`src/rtl/clk_edge_tracker_pkg.sv`:
```
// Shared definitions for the slow-clock tracker and the life engine that consumes its lock status.
package clk_edge_tracker_pkg;

    typedef enum logic [1:0] {
        ST_START   = 2'd0,
        ST_ACQUIRE = 2'd1,
        ST_LOCKED  = 2'd2,
        ST_LOST    = 2'd3
    } state_t;

    // Both sides must agree on these so generation updates gate on the same notion of "stable".
    localparam int unsigned DEF_TIMEOUT = 1024;
    localparam int unsigned DEF_TOL     = 1;

endpackage

```
`src/rtl/clk_edge_tracker_if.sv`:
```
// Slow-clock input and tracker status outputs; slave is the tracker side, master the consumer/driver.
interface clk_edge_tracker_if #(
    parameter int unsigned CNT_W = 16
);
    logic             i_slow;
    logic             o_rise;
    logic             o_fall;
    logic [CNT_W-1:0] o_period;
    logic             o_period_vld;
    logic             o_locked;
    logic             o_lost;

    modport slave (
        input  i_slow,
        output o_rise, o_fall, o_period, o_period_vld, o_locked, o_lost
    );

    modport master (
        output i_slow,
        input  o_rise, o_fall, o_period, o_period_vld, o_locked, o_lost
    );
endinterface

```
`src/rtl/clk_edge_tracker_sync_edge.sv`:
```
// Multi-flop synchroniser for an asynchronous level with registered one-cycle rise/fall pulses.
module clk_edge_tracker_sync_edge #(
    parameter int unsigned SYNC_STAGES = 2
) (
    input  logic clk,
    input  logic rst_n,
    input  logic din,
    output logic rise_now,
    output logic rise,
    output logic fall
);
    logic [SYNC_STAGES-1:0] sync;
    logic                   level;
    logic                   prev;
    logic                   fall_now;

    assign level    = sync[SYNC_STAGES-1];
    // rise_now is the unregistered edge, exported so period logic acts in the same cycle o_rise is set.
    assign rise_now = level & ~prev;
    assign fall_now = ~level & prev;

    always_ff @(posedge clk or negedge rst_n) begin
        if (!rst_n) begin
            sync <= '0;
            prev <= 1'b0;
            rise <= 1'b0;
            fall <= 1'b0;
        end else begin
            sync <= {sync[SYNC_STAGES-2:0], din};
            prev <= level;
            rise <= rise_now;
            fall <= fall_now;
        end
    end
endmodule

```
`src/rtl/clk_edge_tracker.sv`:
```
// Tracks a slow free-running clock in the i_clk domain: edge pulses, period measurement, lock/loss FSM.
module clk_edge_tracker
    import clk_edge_tracker_pkg::*;
#(
    parameter int unsigned SYNC_STAGES = 2,
    parameter int unsigned CNT_W       = 16,
    parameter int unsigned LOCK_EDGES  = 4,
    parameter int unsigned TOL         = DEF_TOL,
    parameter int unsigned TIMEOUT     = DEF_TIMEOUT
) (
    input logic               i_clk,
    input logic               i_rst_n,
    clk_edge_tracker_if.slave bus
);
    localparam int unsigned MATCH_W = $clog2(LOCK_EDGES + 1);

    logic                     rise_now;
    logic                     rise_q;
    logic                     fall_q;
    logic [CNT_W-1:0]         cnt;
    logic [CNT_W-1:0]         measured;
    logic [CNT_W-1:0]         period;
    logic signed [CNT_W:0]    diff;
    logic [CNT_W:0]           diff_abs;
    logic                     in_tol;
    logic                     timeout_hit;
    logic [MATCH_W-1:0]       match;
    logic [MATCH_W-1:0]       match_inc;
    state_t                   state;
    logic                     period_vld;
    logic                     locked;
    logic                     lost;

    clk_edge_tracker_sync_edge #(
        .SYNC_STAGES (SYNC_STAGES)
    ) u_sync_edge (
        .clk      (i_clk),
        .rst_n    (i_rst_n),
        .din      (bus.i_slow),
        .rise_now (rise_now),
        .rise     (rise_q),
        .fall     (fall_q)
    );

    always_comb begin
        measured    = (&cnt) ? cnt : cnt + CNT_W'(1);
        diff        = $signed({1'b0, measured}) - $signed({1'b0, period});
        diff_abs    = diff[CNT_W] ? $unsigned(-diff) : $unsigned(diff);
        in_tol      = period_vld && (diff_abs <= (CNT_W+1)'(TOL));
        // A rise in the timeout cycle takes priority over declaring loss.
        timeout_hit = !rise_now && (cnt == CNT_W'(TIMEOUT - 1));
        match_inc   = (match == MATCH_W'(LOCK_EDGES)) ? match : match + MATCH_W'(1);
    end

    always_ff @(posedge i_clk or negedge i_rst_n) begin
        if (!i_rst_n) begin
            cnt <= '0;
        end else if (rise_now) begin
            cnt <= '0;
        end else if (!(&cnt)) begin
            cnt <= cnt + CNT_W'(1);
        end
    end

    always_ff @(posedge i_clk or negedge i_rst_n) begin
        if (!i_rst_n) begin
            state      <= ST_START;
            period     <= '0;
            period_vld <= 1'b0;
            locked     <= 1'b0;
            lost       <= 1'b0;
            match      <= '0;
        end else if (rise_now) begin
            case (state)
                ST_ACQUIRE: begin
                    period     <= measured;
                    period_vld <= 1'b1;
                    if (in_tol) begin
                        match <= match_inc;
                        if (match_inc == MATCH_W'(LOCK_EDGES)) begin
                            state  <= ST_LOCKED;
                            locked <= 1'b1;
                        end
                    end else begin
                        match <= '0;
                    end
                end
                ST_LOCKED: begin
                    period <= measured;
                    if (!in_tol) begin
                        state  <= ST_ACQUIRE;
                        locked <= 1'b0;
                        match  <= '0;
                    end
                end
                default: begin
                    // START/LOST: this edge only becomes the reference for the next measurement.
                    state <= ST_ACQUIRE;
                    lost  <= 1'b0;
                    match <= '0;
                end
            endcase
        end else if (timeout_hit) begin
            state      <= ST_LOST;
            lost       <= 1'b1;
            period_vld <= 1'b0;
            locked     <= 1'b0;
            match      <= '0;
        end
    end

    assign bus.o_rise       = rise_q;
    assign bus.o_fall       = fall_q;
    assign bus.o_period     = period;
    assign bus.o_period_vld = period_vld;
    assign bus.o_locked     = locked;
    assign bus.o_lost       = lost;
endmodule
```
`src/flat_wrapper.sv`:
```
// flat-port wrapper written by rule: the top's interface ports become plain ports
module clk_edge_tracker_flat import clk_edge_tracker_pkg::*;
#(
    parameter int unsigned SYNC_STAGES = 2,
    parameter int unsigned CNT_W       = 16,
    parameter int unsigned LOCK_EDGES  = 4,
    parameter int unsigned TOL         = DEF_TOL,
    parameter int unsigned TIMEOUT     = DEF_TIMEOUT
)
  (i_clk, i_rst_n, bus_i_slow, bus_o_rise, bus_o_fall, bus_o_period, bus_o_period_vld, bus_o_locked, bus_o_lost);
  clk_edge_tracker_if #(.CNT_W(CNT_W)) bus_i ();
  input logic i_clk;
  input logic i_rst_n;
  input wire logic [$bits(bus_i.i_slow)-1:0] bus_i_slow;
  output wire logic [$bits(bus_i.o_rise)-1:0] bus_o_rise;
  output wire logic [$bits(bus_i.o_fall)-1:0] bus_o_fall;
  output wire logic [$bits(bus_i.o_period)-1:0] bus_o_period;
  output wire logic [$bits(bus_i.o_period_vld)-1:0] bus_o_period_vld;
  output wire logic [$bits(bus_i.o_locked)-1:0] bus_o_locked;
  output wire logic [$bits(bus_i.o_lost)-1:0] bus_o_lost;
  assign bus_i.i_slow = bus_i_slow;
  assign bus_o_rise = bus_i.o_rise;
  assign bus_o_fall = bus_i.o_fall;
  assign bus_o_period = bus_i.o_period;
  assign bus_o_period_vld = bus_i.o_period_vld;
  assign bus_o_locked = bus_i.o_locked;
  assign bus_o_lost = bus_i.o_lost;
  clk_edge_tracker #(.SYNC_STAGES(SYNC_STAGES), .CNT_W(CNT_W), .LOCK_EDGES(LOCK_EDGES), .TOL(TOL), .TIMEOUT(TIMEOUT)) u_core (.i_clk(i_clk), .i_rst_n(i_rst_n), .bus(bus_i));
endmodule
```
`config.mk`:
```
export PLATFORM = sky130hd
export DESIGN_NAME = clk_edge_tracker_flat
export DESIGN_NICKNAME = d
export VERILOG_FILES = /design/src/rtl/clk_edge_tracker_pkg.sv /design/src/rtl/clk_edge_tracker_if.sv /design/src/rtl/clk_edge_tracker_sync_edge.sv /design/src/rtl/clk_edge_tracker.sv /design/src/flat_wrapper.sv
export SDC_FILE = /design/constraint.sdc
export NUM_CORES = 1
export LEC_CHECK = 0
export CAP_MARGIN = 40
export CORE_ASPECT_RATIO = 0.6
export CORE_MARGIN = 3
export CORE_UTILIZATION = 50
export DETAILED_ROUTE_END_ITERATION = 8
export PLACE_DENSITY = 0.71
export SETUP_SLACK_MARGIN = 0.05
export SYNTH_ARGS = -nofsm -noshare
export SYNTH_HDL_FRONTEND = slang
export SYNTH_SLANG_ARGS = --single-unit
```
`constraint.sdc`:
```
create_clock -name i_clk -period 5 [get_ports i_clk]
set_input_delay 1 -clock i_clk [delete_from_list [all_inputs] [get_ports i_clk]]
set_output_delay 1 -clock i_clk [all_outputs]
set_load 0.01 [all_outputs]
```
**Run 1: M3 wires**

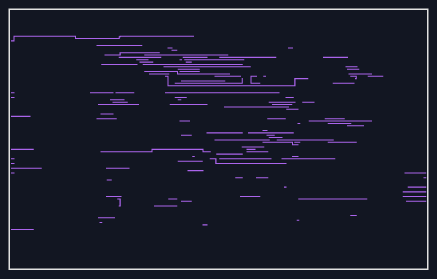
longest straight run = 36.6 microns
share of all routed wire = 7.2%
Routed Wire Length: 12600 microns
via count: 4167
met3 usage: 5.17%

**Run 1: routed metal per tile**

24 x 15 tiles, from black (low) to pale yellow (high), scaled to the fullest tile. Values are wire area over tile area, all layers added.
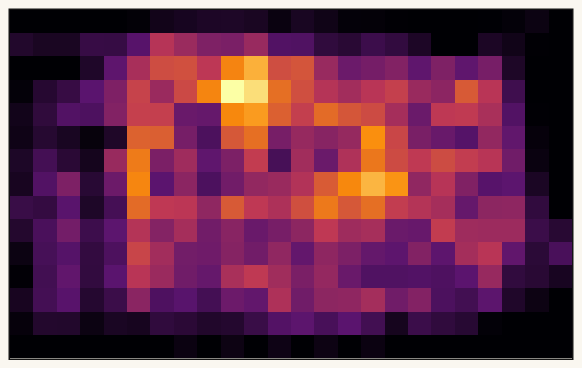
densest ninth of the die = center
fullest tile = 0.85
nearly empty tiles = 17%
GRT Util Overall: 26.6%
Avg WL per Cell: 18.5 microns

==> flow_summary_export.csv, run 1 <==
group,metric,value,unit
status,status,"finished, final reports clean",
cts,htree_levels,2,
layout,fin_cells,680,
final_timing,grt_setup_unrepaired,"true",
critical_path,crit_arrival,5.12,ns
critical_path,cpMaxStageDelayCell,"a2111o_1",
layout,layout-drive-gt1-share,31.3,%
floorplan,fp_util,52.7,%
layout,postLayoutCellArea,5450,sq um
drt,drc_errors,0,
logic_synthesis,ys_cells,478,
placed_design,dpl-instance-area,4680,sq um
flow_run,maxCapViolations,0,
logic_synthesis,yosys_warnings,0,
critical_path,path_max_fanout,5,
final_timing,finalSetupViolCount,0,
global_route,grt_overflow,0,
drt,dr.pass1.iters,5,
pwr,p_per_area,740,nW/um^2
floorplan,row_count,24,
logic_synthesis,flop_cell,"dfrtp_1",
critical_path,rrSetupSlack,0.07,ns
pwr,power,4.03,mW
drt,vias_per_cell,6.13,
logic_synthesis,ys_types,79,
logic_synthesis,syn_nets,504,
final_timing,setup_ws,0.0698,ns
global_route,grt_pass1_vias,3791,
critical_path,cp_num_buf_inv,1,
critical_path,worstRegToRegCells,19,
cts,tritoncts,"done",
logic_synthesis,top_cells_by_count,"nor2_1 (48), dfrtp_1 (45), inv_1 (45)",
logic_synthesis,syn_avg_cell_area,8.19,sq um
cts,cts-root-buf,"clkbuf_16",
final_timing,post-route-period-util,98.6,%
critical_path,cp-end-kind,"register",
logic_synthesis,synth_top_cell_by_count,"nor2_1",
drt,dr.first_iter.drc_count,443,
critical_path,crit_family,"AND-OR/OR-AND gates",
cts,hold_buffers,0,
placed_design,preCtsSetupSlack,-0.252,ns
final_timing,max_slew_margin,42.2,%
placed_design,dp_hpwl,8460,microns
critical_path,required,5.19,ns
critical_path,cp.depth,19,
**Run 1: wires at chosen ports, followed through buffers**

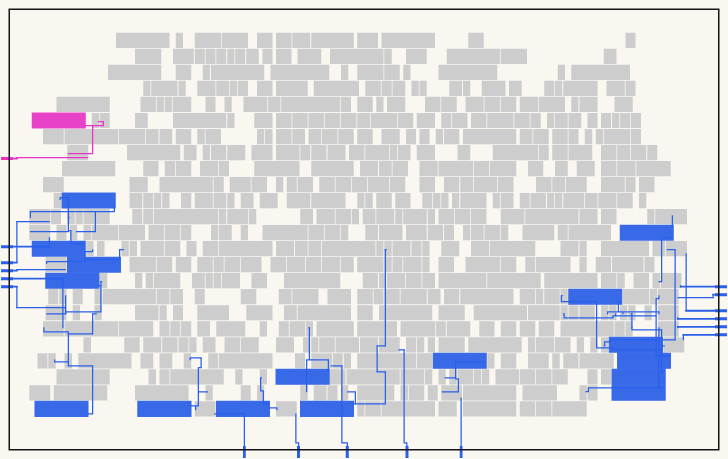
magenta -> bus_o_lost  # direction output, edge left, end cells 1, buffers 1, wire 26.5 microns
blue -> bus_o_period  # direction output, edge 6 right, 5 bottom, 5 left, end cells 16, buffers 16, wire 522 microns
# IOs: 24
port bufs: 23

run 1: cells by family after synthesis:
group / after synthesis / share of synthesized area (%)
xor gates and xnor gates: 22 / 4.92
AOI/OAI and AO/OA: 134 / 26.4
DFF: 45 / 28.8
adders and majority gates: 23 / 7.55
muxes: 7 / 1.85
and+or+nand+nor: 184 / 23.9
buffers and inverters: 63 / 6.65
run 1: per-layer routing:
metal	global-route usage, %	vias up
met4	7.23	0
met1	38.7	2020
li1	-	1922
met5	0	-
met2	40.8	196
met3	5.17	29
run 1: cell type report:
| type | count | area, sq um |
|---|---|---|
| clock buffers | 5 | 125 |
| clock inverters | 3 | 48.8 |
| fillers | 521 | 1970 |
| inverters | 45 | 169 |
| multi-input cells | 370 | 2960 |
| flip-flops and latches | 45 | 1130 |
| well taps | 104 | 130 |
| repair buffers | 108 | 891 |
run 1: sequential cells by signal, indices dropped and copies added, names as in the netlist:
register / count
u_core.bus.o_locked: 1
u_core.state: 2
u_core.bus.o_period: 16
u_core.u_sync_edge.fall: 1
u_core.bus.o_period_vld: 1
u_core.u_sync_edge.prev: 1
u_core.u_sync_edge.sync: 2
u_core.match: 3
u_core.bus.o_lost: 1
u_core.cnt: 16
u_core.u_sync_edge.rise: 1
run 1: power breakdown:
| part | total (mW) | leakage (nW) | internal, mW | switching (mW) |
|---|---|---|---|---|
| sequential | 0.420 | 0.597 | 0.393 | 0.0266 |
| clock | 0.400 | 0.0819 | 0.240 | 0.160 |
| combinational | 3.21 | 1.75 | 1.46 | 1.75 |
| total | 4.03 | 2.43 | 2.09 | 1.94 |
run 1: layout by cell type, fill, tap and decap left out, types with 3 or more instances in the layout:
cell and count:
dfrtp_1 44, o21ai_2 3, a2111oi_4 3, o211ai_1 10, and2_1 3, o21a_1 3, a211oi_1 4, ha_4 4
xnor2_1 9, a21oi_4 4, a21oi_1 15, a21o_1 9, xor2_1 6, and3_4 4, nor2_4 3, nor4_2 4
a211oi_2 3, a21oi_2 4, a211o_1 3, clkbuf_16 5, nor4_1 5, nor2b_1 4, clkdlybuf4s50_1 22, inv_1 43
buf_4 82, xor2_2 4, nand2b_1 4, nand4_1 9, mux2i_1 3, nand3_1 20, ha_1 15, a311oi_1 3
nor2_1 41, ha_2 3, nor3_1 4, and3_1 11, o21ai_0 31, nor2_2 5, nand2_1 41
run 1: stage by stage:
| step | TNS, ns | utilization [%] |
|---|---|---|
| floorplan | 0 | - |
| global placement | -0.184 | 62.8 |
| detailed placement | -1.26 | 63.2 |
| CTS | 0 | 68.1 |
| global route | -0.303 | 73.4 |
| finish | 0 | 73.4 |
run 1: worst min-delay path by stage:
stage	startpoint	end	slack [ns]	depth (start not counted)
finish	u_core.u_sync_edge.sync[0]	u_core.u_sync_edge.sync[1]	0.37	0
global route	u_core.u_sync_edge.sync[0]	u_core.u_sync_edge.sync[1]	0.38	0
global placement	u_core.u_sync_edge.sync[0]	u_core.u_sync_edge.sync[1]	0.34	0
detailed placement	u_core.u_sync_edge.sync[0]	u_core.u_sync_edge.sync[1]	0.36	0
CTS	u_core.u_sync_edge.sync[0]	u_core.u_sync_edge.sync[1]	0.37	0
floorplan	u_core.u_sync_edge.sync[0]	u_core.u_sync_edge.sync[1]	0.33	0
## Run 2: what changed since run 1
- CTS_CLUSTER_SIZE: default -> 25
**Run 2: sequential cells colored by netlist name**

Other sequential cells in the stronger gray, the rest of the logic in the fainter gray.
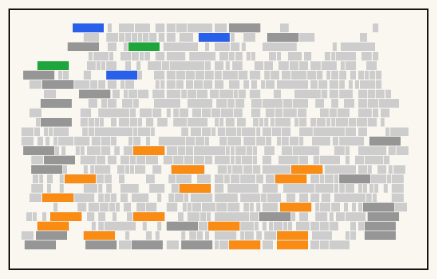
orange -> u_core.cnt  # flops 16
blue -> u_core.match  # flops 3
green -> u_core.state  # flops 2
Sequential Power: 420 uW
Seq area share: 20.7%
fin util: 73.4%
FF+latch area: 1130 sq um

==> run 2 against run 1 <==
Compared with the run above: critical path depth is the same; cell count is the same; register-to-register slack barely moved; clock power about the same; via count unchanged; die size unchanged; final area unchanged; power unchanged.
==> flow_summary_export.csv, run 2 <==
group,metric,value,unit
layout,fillCellCount,521,
pwr,pwr-share-seq,10.4,%
critical_path,cpMaxStageDelayCell,"a2111o_1",
logic_synthesis,yosys_warnings,0,
logic_synthesis,ys_types,79,
flow_run,maxCapViolations,0,
global_route,use_met2,40.8,%
cts,htree_levels,2,
layout,lay_top_count,"buf_4",
drt,wl_per_cell,18.5,microns
final_timing,tns,0,ns
placed_design,place.port_buffers,23,
pwr,internal_power,2.09,mW
drt,drc_errors,0,
logic_synthesis,syn_avg_cell_area,8.19,sq um
logic_synthesis,synth_top_cell_by_count,"nor2_1",
critical_path,path_max_fanout,5,
critical_path,required,5.19,ns
pwr,combinationalPowerShare,79.7,%
placed_design,dp_hpwl,8460,microns
worst_hold_path,min_from,"u_core.u_sync_edge.sync[0]",
floorplan,row_count,24,
floorplan,fp_util,52.7,%
cts,cts-root-buf,"clkbuf_16",
status,status,"finished, final reports clean",
final_timing,grt_setup_unrepaired,"true",
pwr,p_sw,1.94,mW
global_route,met1_usage,38.7,%
drt,dr.pass1.iters,5,
global_route,grt_overflow,0,
pwr,switching_share,48.1,%
final_timing,max_slew_margin,42.2,%
drt,wl,12600,microns
final_timing,finalSetupViolCount,0,
pwr,clkPwrFrac,9.9,%
worst_hold_path,min_to,"u_core.u_sync_edge.sync[1]",
critical_path,worstRegToRegCells,19,
logic_synthesis,ys_cells,478,
global_route,grt_usage,26.6,%
placed_design,dpl-instance-area,4680,sq um
layout,layout-drive-gt1-share,31.3,%
[run 2: cell counts in the layout (fill, tap and decap cells not counted)]
No cell type changed its count.
[run 2: timing repair]
| action | 4_1_cts | 5_1_grt |
|---|---|---|
| hold buffers | 0 | 0 |
| resized | 26 | 56 |
| hold endpoints to repair | 0 | 0 |
| setup endpoints to repair | 6 | 6 |
| setup buffers | 7 | 14 |
| pin swaps | 10 | 25 |
[run 2: per-layer routing]
layer	vias to the layer above	routed length, microns
met4	0	282
met5	-	0
met2	196	5500
met1	2020	5870
li1	1922	-
met3	29	901
[run 2: worst max-delay path by stage]
stage / start / endpoint / slack (ns)
floorplan: u_core.cnt[3] / u_core.state[0] / 0.22
global placement: u_core.cnt[5] / u_core.state[1] / -0.07
detailed placement: u_core.cnt[5] / u_core.match[1] / -0.25
CTS: u_core.cnt[5] / u_core.state[0] / 0.06
global route: u_core.cnt[4] / u_core.match[2] / -0.09
finish: u_core.cnt[5] / u_core.state[0] / 0.07
[run 2: kinds of logic (layout without fill, tap and decap cells)]
family / after synthesis / after routing / share of synthesized area (%)
DFF: 45 / 45 / 28.8
AOI/OAI and AO/OA: 134 / 134 / 26.4
xor gates and xnor gates: 22 / 22 / 4.92
muxes: 7 / 7 / 1.85
adders and majority gates: 23 / 23 / 7.55
buffers and inverters: 63 / 161 / 6.65
and+or+nand+nor: 184 / 184 / 23.9
[run 2: metrics by stage]
step | std cells | hold WS (ns) | total power [mW]
floorplan | 478 | 0.331 | 2.09
global placement | 651 | 0.335 | 2.94
detailed placement | 652 | 0.357 | 2.98
CTS | 667 | 0.373 | 3.53
global route | 680 | 0.383 | 4.25
finish | 680 | 0.368 | 4.03
[run 2: layout make-up]
cell class	instances	area [sq um]	area share, %
Clock inverter	3	48.8	0.896
Sequential cell	45	1130	20.7
Timing Repair Buffer	108	891	16.4
Inverter	45	169	3.10
Clock buffer	5	125	2.30
Tap cell	104	130	2.39
Multi-Input combinational cell	370	2960	54.3
[run 2: critical path: cells and delay by family (launching register included)]
family,cells,cell delay (ns)
compound gates,9,2.35
simple gates,8,1.67
flops,1,0.36
fa+ha+maj,1,0.33
buf+inv,1,0.10
[run 2: power by group through the flow]
| stage | logic, mW | clock network, mW | registers (mW) |
|---|---|---|---|
| after global placement | 2.52 | 0 | 0.421 |
| after CTS | 2.71 | 0.403 | 0.416 |
| after floorplan | 1.66 | 0 | 0.427 |
| after global routing | 3.40 | 0.426 | 0.424 |
| after detailed placement | 2.56 | 0 | 0.420 |
| final | 3.21 | 0.400 | 0.420 |
## Run 3: what changed since run 2
- SKIP_LAST_GASP: default -> 1
**Run 3: M3 wires**

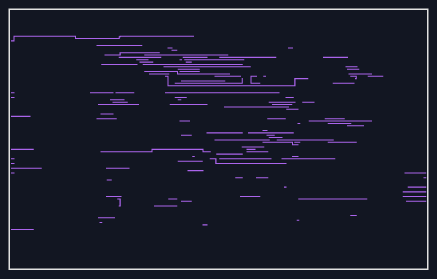
nets with wire on the layer = 91
wire length on this layer = 902 microns
longest straight run = 36.6 microns
share of all routed wire = 7.2%

==> run 3 against run 2 <==
Compared with the run above: die size is the same; first-iteration DRC count is the same; non-clock buffer count is the same; synthesized cell count is the same; global-route usage is the same; core utilization is the same; sequential share of layout area is the same; critical endpoint unchanged; highest routed layer unchanged.
==> flow_summary_export.csv, run 3 <==
group,metric,value,unit
status,status,"finished, final reports clean",
layout,fin_cells,680,
cts,cts-root-buf,"clkbuf_16",
cts,tritoncts,"done",
critical_path,crit_arrival,5.12,ns
logic_synthesis,fa_ha_area_share,7.55,%
flow_run,warnings,29,
final_timing,finalSetupViolCount,0,
placed_design,dpl.cell_count,652,
drt,wl,12600,microns
logic_synthesis,synth_top_cell_by_count,"nor2_1",
floorplan,row_count,24,
logic_synthesis,yosys_warnings,0,
flow_run,maxCapViolations,0,
layout,final_util,73.4,%
final_timing,hold_viol,0,
logic_synthesis,simple_gate_area_share,23.9,%
drt,wl_per_cell,18.5,microns
layout,layout-drive-gt1-share,31.3,%
placed_design,dp_hpwl,8460,microns
critical_path,required,5.19,ns
layout,fillCellCount,521,
placed_design,place.port_buffers,23,
final_timing,max_slew_margin,42.2,%
placed_design,dpl-instance-area,4680,sq um
cts,htree_levels,2,
pwr,power,4.03,mW
final_timing,grt_setup_unrepaired,"true",
logic_synthesis,synth-xor-area-share,4.92,%
logic_synthesis,ys_sh_aoi,26.4,%
logic_synthesis,logic_family,"AND-OR/OR-AND gates",
critical_path,path_max_fanout,5,
layout,lay_top_count,"buf_4",
drt,drc_errors,0,
logic_synthesis,syn_avg_cell_area,8.19,sq um
floorplan,fp_util,52.7,%
layout,comb_area,2960,sq um
logic_synthesis,mux_share,1.85,%
drt,dr.pass1.iters,5,
critical_path,worstRegToRegCells,19,
pwr,irDropWorstVdd,0.000384,V
layout,seqCellArea,1130,sq um
logic_synthesis,ys_cells,478,
global_route,grt_overflow,0,
-- run 3: cell counts after synthesis --
Identical to the previous run, type by type.
-- run 3: kinds of logic (layout without fill, tap and decap cells) --
family,after synthesis,count (layout)
AND/OR/NAND/NOR,184,184
AND-OR/OR-AND,134,134
buffers and inverters,63,161
flip-flops,45,45
adder cells (fa/ha/maj),23,23
XOR/XNOR,22,22
multiplexers,7,7
-- run 3: cell type report --
cell class	count	area share [%]
Sequential cell	45	20.7
Inverter	45	3.10
Clock inverter	3	0.896
Tap cell	104	2.39
Timing Repair Buffer	108	16.4
Clock buffer	5	2.30
Multi-Input combinational cell	370	54.3
-- run 3: per-layer routing --
layer	vias to the layer above	global-route usage [%]	part of all wire, %
met2	196	40.8	44
met1	2020	38.7	47
met5	-	0	0
met4	0	7.23	2.2
li1	1922	-	-
met3	29	5.17	7.2
-- run 3: worst paths after layout --
path / start / slack, ns / to
min in group asynchronous: i_rst_n / 0.69 / u_core.bus.o_period_vld
worst max-delay path: u_core.cnt[5] / 0.07 / u_core.state[0]
max in group asynchronous: i_rst_n / 3.77 / u_core.cnt[0]
worst min register to register: u_core.u_sync_edge.sync[0] / 0.37 / u_core.u_sync_edge.sync[1]
worst max register to register: u_core.cnt[5] / 0.07 / u_core.state[0]
worst min-delay path: u_core.u_sync_edge.sync[0] / 0.37 / u_core.u_sync_edge.sync[1]
-- run 3: power by group --
group          internal, mW  switching [mW]
registers             0.393          0.0266
logic                  1.46            1.75
clock network         0.240           0.160
-- run 3: through the flow --
| step | TNS (ns) | hold WS [ns] |
|---|---|---|
| 4_1_cts | 0 | 0.373 |
| 3_3_place_gp | -0.184 | 0.335 |
| 2_1_floorplan | 0 | 0.331 |
| 3_5_place_dp | -1.26 | 0.357 |
| 5_1_grt | -0.303 | 0.383 |
| 6_report | 0 | 0.368 |
-- run 3: repair_timing --
action                                  in CTS  in global routing
setup buffers                                7                 14
hold endpoints to repair                     0                  0
endpoints found under the setup margin       6                  6
resized                                     26                 56
pin swaps                                   10                 25
-- run 3: worst max-delay path, cell delays in order, from the launching register on --
cell	delay, ns
dfrtp_1	0.36
and3_4	0.20
and3_4	0.22
nand3_4	0.09
nor2_4	0.14
and3_4	0.27
nor2_2	0.08
o21bai_1	0.24
inv_1	0.10
ha_2	0.33
o211ai_1	0.38
a21oi_4	0.10
o211a_1	0.30
a2111oi_4	0.38
and2b_2	0.24
o22ai_1	0.09
o22a_1	0.24
a2111o_1	0.44
or3b_4	0.43
a22o_1	0.18
Power and IR drop assume default switching activity.
